$ cat src/rtl/postproc_denorm.sv
// rtl/postproc_denorm.sv - back-end denormaliser: right-shift restore with optional rounding
//
// Purpose:
//   Takes a left-justified sample and the shift tag the front-end normaliser
//   applied to it. The original magnitude is restored by a right shift, with
//   optional round-half-up on the last bit shifted out. Each sample walks
//   IDLE -> SHIFT -> ROUND -> SEND, so the block takes at least four cycles
//   per sample.
//
// Ports:
//   clk          rising-edge clock
//   reset        asynchronous, active-low reset
//   in_valid     upstream sample/shift valid
//   in_ready     block can accept (IDLE only)
//   data_in      normalised sample, NORM_WIDTH bits
//   shift_in     shift applied by the normaliser, SHIFT_WIDTH bits
//   out_valid    data_out valid
//   out_ready    downstream accepts
//   data_out     restored sample, DATA_WIDTH bits
//   shift_err    sticky flag: an out-of-range shift tag was accepted
//   sample_count completed output handshakes, wraps
module postproc_denorm #(
  parameter int DATA_WIDTH  = 16,
  parameter int NORM_WIDTH  = DATA_WIDTH,
  parameter int SHIFT_WIDTH = $clog2(NORM_WIDTH),
  parameter int ROUND_EN    = 1,
  parameter int COUNT_WIDTH = 16
) (
  input  logic                   clk,
  input  logic                   reset,
  input  logic                   in_valid,
  output logic                   in_ready,
  input  logic [NORM_WIDTH-1:0]  data_in,
  input  logic [SHIFT_WIDTH-1:0] shift_in,
  output logic                   out_valid,
  input  logic                   out_ready,
  output logic [DATA_WIDTH-1:0]  data_out,
  output logic                   shift_err,
  output logic [COUNT_WIDTH-1:0] sample_count
);

  typedef enum logic [1:0] {
    IDLE  = 2'd0,
    SHIFT = 2'd1,
    ROUND = 2'd2,
    SEND  = 2'd3
  } state_t;

  // Largest legal shift tag, one bit wider than the tag so the compare
  // cannot wrap when 2^SHIFT_WIDTH == NORM_WIDTH.
  localparam logic [SHIFT_WIDTH:0] MAX_SHIFT = (SHIFT_WIDTH+1)'(NORM_WIDTH - 1);
  localparam logic                 ROUND_ON  = (ROUND_EN != 0);

  state_t                 state_q, state_d;
  logic [NORM_WIDTH-1:0]  data_q, data_d;
  logic [SHIFT_WIDTH-1:0] shift_q, shift_d;
  logic [NORM_WIDTH-1:0]  shifted_q, shifted_d;
  logic                   round_q, round_d;
  logic [DATA_WIDTH-1:0]  data_out_q, data_out_d;
  logic                   out_valid_q, out_valid_d;
  logic                   shift_err_q, shift_err_d;
  logic [COUNT_WIDTH-1:0] count_q, count_d;

  logic [NORM_WIDTH-1:0]  pre_shift;
  logic [NORM_WIDTH:0]    sum;

  assign in_ready     = (state_q == IDLE) && reset;
  assign out_valid    = out_valid_q;
  assign data_out     = data_out_q;
  assign shift_err    = shift_err_q;
  assign sample_count = count_q;

  always_comb begin
    state_d     = state_q;
    data_d      = data_q;
    shift_d     = shift_q;
    shifted_d   = shifted_q;
    round_d     = round_q;
    data_out_d  = data_out_q;
    out_valid_d = out_valid_q;
    shift_err_d = shift_err_q;
    count_d     = count_q;
    pre_shift   = '0;
    sum         = '0;

    case (state_q)
      IDLE: begin
        if (in_valid && in_ready) begin
          data_d  = data_in;
          shift_d = shift_in;
          state_d = SHIFT;
        end
      end

      SHIFT: begin
        if ({1'b0, shift_q} > MAX_SHIFT) begin
          shifted_d   = '0;
          round_d     = 1'b0;
          shift_err_d = 1'b1;
        end else if (shift_q == '0) begin
          shifted_d = data_q;
          round_d   = 1'b0;
        end else begin
          // Shift by (shift-1) first: bit 0 is then the last bit that the
          // full shift discards, i.e. the rounding bit.
          pre_shift = data_q >> (shift_q - SHIFT_WIDTH'(1));
          shifted_d = pre_shift >> 1;
          round_d   = pre_shift[0];
        end
        state_d = SHIFT == SHIFT ? ROUND : ROUND;
      end

      ROUND: begin
        sum = {1'b0, shifted_q} + (NORM_WIDTH+1)'(round_q & ROUND_ON);
        // Any set bit above the output width means the value does not fit.
        if (|sum[NORM_WIDTH:DATA_WIDTH]) begin
          data_out_d = '1;
        end else begin
          data_out_d = sum[DATA_WIDTH-1:0];
        end
        out_valid_d = 1'b1;
        state_d     = SEND;
      end

      SEND: begin
        if (out_valid_q && out_ready) begin
          out_valid_d = 1'b0;
          count_d     = count_q + COUNT_WIDTH'(1);
          state_d     = IDLE;
        end
      end

      default: state_d = IDLE;
    endcase
  end

  always_ff @(posedge clk or negedge reset) begin
    if (!reset) begin
      state_q     <= IDLE;
      data_q      <= '0;
      shift_q     <= '0;
      shifted_q   <= '0;
      round_q     <= 1'b0;
      data_out_q  <= '0;
      out_valid_q <= 1'b0;
      shift_err_q <= 1'b0;
      count_q     <= '0;
    end else begin
      state_q     <= state_d;
      data_q      <= data_d;
      shift_q     <= shift_d;
      shifted_q   <= shifted_d;
      round_q     <= round_d;
      data_out_q  <= data_out_d;
      out_valid_q <= out_valid_d;
      shift_err_q <= shift_err_d;
      count_q     <= count_d;
    end
  end

endmodule
$ cat config.mk
export PLATFORM = sky130hd
export DESIGN_NAME = postproc_denorm
export DESIGN_NICKNAME = d
export VERILOG_FILES = /design/src/rtl/postproc_denorm.sv
export SDC_FILE = /design/constraint.sdc
export NUM_CORES = 1
export LEC_CHECK = 0
export CAP_MARGIN = 30
export CORE_MARGIN = 10
export CORE_UTILIZATION = 55
export DETAILED_ROUTE_END_ITERATION = 10
export GPL_ROUTABILITY_DRIVEN = 0
export PLACE_DENSITY = 0.77
export SYNTH_ARGS = -nofsm -noshare
export SYNTH_HDL_FRONTEND = slang
export SYNTH_SLANG_ARGS = --single-unit
$ cat constraint.sdc
create_clock -name clk -period 3.6 [get_ports clk]
set_input_delay 0.36 -clock clk [delete_from_list [all_inputs] [get_ports clk]]
set_output_delay 0.36 -clock clk [all_outputs]
set_load 0.1 [all_outputs]
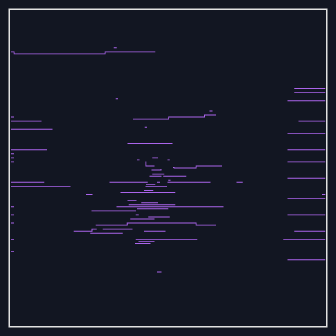
Fig. 1. Met3 routing.
share of all routed wire: 6.9%
wire length on this layer: 627 µm
via count: 3062
met3 usage: 5.66%
final wirelength: 9080 µm

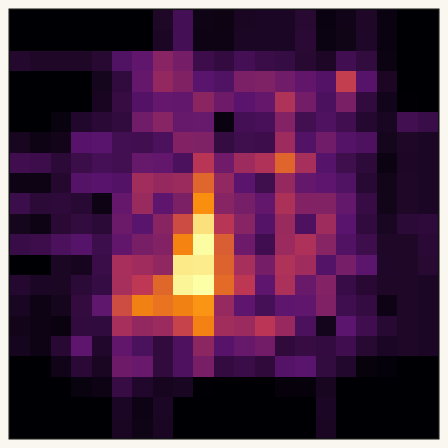
Fig. 2. Signal metal coverage by tile.
The die is cut into 21 by 21 equal tiles; black is low, pale yellow is high, scaled to the fullest tile. Values are wire area over tile area, all layers added.
fullest tile: 0.72
mean over tiles: 0.13
nearly empty tiles: 20%
Total GRT Usage: 17.1%
WL per Instance: 16.9 µm

-- per-stage QoR --
stage	worst slack (ps)
detailed placement	1110
CTS	1100
floorplan	1270
global placement	1170
finish	1100
global route	870
-- registers in the layout (all words and copies together), names as in the netlist --
register      cells
shift_q           4
data_q           16
sample_count     16
data_out         16
state_q           2
round_q           1
out_valid         1
shifted_q        16
-- worst paths after layout --
kind                       cells past startpoint                           end                          from  slack (ps)
setup / recovery                               7      shifted_q[3]$_DFFE_PN0N_        shift_q[1]$_DFFE_PN0P_        1100
min in group clk                               1  sample_count[15]$_DFFE_PN0P_  sample_count[15]$_DFFE_PN0P_         470
hold reg to reg                                1  sample_count[15]$_DFFE_PN0P_  sample_count[15]$_DFFE_PN0P_         470
setup reg to reg                               7      shifted_q[3]$_DFFE_PN0N_        shift_q[1]$_DFFE_PN0P_        1100
max in group asynchronous                      2         data_q[9]$_DFFE_PN0P_                         reset        2760
hold / removal                                 2  sample_count[14]$_DFFE_PN0P_                         reset         280
-- routing by layer --
metal	GRT usage, %	share of wire (%)
met1	20.8	43
met5	0	0
met4	6.67	2.3
met2	27.5	48
met3	5.66	6.9
-- synth_stat cells, drive strengths merged (10+ instances only) --
| cell type | instances |
|---|---|
| o21ai | 10 |
| a21oi | 31 |
| nand2 | 41 |
| mux4 | 10 |
| dfrtp | 72 |
| mux2 | 32 |
| nor2 | 35 |
| xnor2 | 22 |
| inv | 13 |
-- layout make-up --
cell class | instances | area [µm²]
timing repair buffer | 61 | 593
clock buffer | 9 | 124
sequential | 72 | 1800
tap | 99 | 124
multi-input combinational | 276 | 2060
fill | 568 | 2350
clock inverter | 7 | 78.8
inverter | 13 | 48.8
-- critical path, cell delays in order, from the launching register on --
cell	delay, ps
dfrtp_1	440
inv_1	60
ha_1	770
mux2_2	440
mux2i_1	190
nor2_1	60
a211oi_1	260
o32ai_1	130
-- cells by family after synthesis --
kind of cell	after synthesis	synth area share [%]
compound gates	73	12.4
xor+xnor	28	6.11
fa+ha+maj	8	2.49
buf+inv	30	3.80
flops	72	44.9
mux	51	16.8
other cells	1	0.0935
simple gates	115	13.4
-- placed cells by master (no fill, tap or decap), types with 4 or more instances in the layout --
master / instances
ha_1: 8
a21oi_1: 28
clkdlybuf4s50_1: 55
a31oi_1: 4
clkbuf_8: 9
nand3_1: 8
inv_1: 13
xor2_1: 6
xnor2_1: 22
nand4_1: 9
mux2i_1: 9
dfrtp_1: 72
nor3_1: 5
o21ai_0: 10
mux4_2: 10
nor2_1: 35
and3_1: 6
nand2_1: 41
mux2_2: 32
buf_4: 5
==> flow_summary_export.csv <==
group,metric,value,unit
clock_tree,ctsHtreeMaxLevel,3,
placed_design,dpl_cell_area,0.00463,mm²
sta,slew_headroom,33.9,%
setup_path,worstPathArrival,2690,ps
die,die_y,105,µm
sta,fin_setup_tns,0,ps
clock_tree,clk_pin_slew,80,ps
sta,holdWs,276,ps
grt,grt_max_degree,73,
sta,grt_setup_unrepaired,"no",
die,fp_util,55.9,%
clock_tree,cts_buffers,9,
run,cap_violations,0,
logic_synthesis,syn_avg_cell_area,10.6,µm²
run_status,status,"finished clean",
clock_tree,post_cts_resized,0,
clock_tree,tritoncts,"built",
layout,final_area,0.00483,mm²
placed_design,dpl.hpwl,6610,µm
logic_synthesis,synthDistinctLibCells,51,
logic_synthesis,synth_area,0.00401,mm²
clock_tree,clock_path_buffers,2,
clock_tree,worstSkewPairLatency,350,ps
sta,setup_viol,0,
clock_tree,post_cts_buffers,0,
placed_design,place_inst,521,
placed_design,portBuffers,57,
grt,grt_antenna_before_repair,0,
layout,num-nets-final,465,
layout,area_growth,20.3,%
sta,worst_slew_pin_slew,989,ps
setup_path,crit_required,3790,ps
logic_synthesis,synthFlopType,"dfrtp_1",
clock_tree,cts-root-buf,"clkbuf_8",
layout,antennaDiodeCount,0,
setup_path,critPathLaunchType,"register",
detailed_routing,drc,0,
die,chip_area,0.0111,mm²
logic_synthesis,syn_inst,378,
sta,slew_violations,0,
logic_synthesis,numSynthFlops,72,
die,num_rows,31,
logic_synthesis,yosysTopAreaCellShare,44.9,%
sta,final_hold_viol_count,0,
clock_tree,cts_sinks,72,
logic_synthesis,yosysSeqAreaShare,44.9,%
die,pin_count,59,
logic_synthesis,ys_cells,378,
layout,final_layout_size_suffix_gt1_share,16.4,%
grt,grt_pass1_wl,15900,µm
logic_synthesis,topCellsByArea,"dfrtp_1 (45%), mux2_2 (9.0%), mux4_2 (5.6%)",
sta,final.setup_skew,8.55,ps
logic_synthesis,ys_async_sr_fraction,100,%
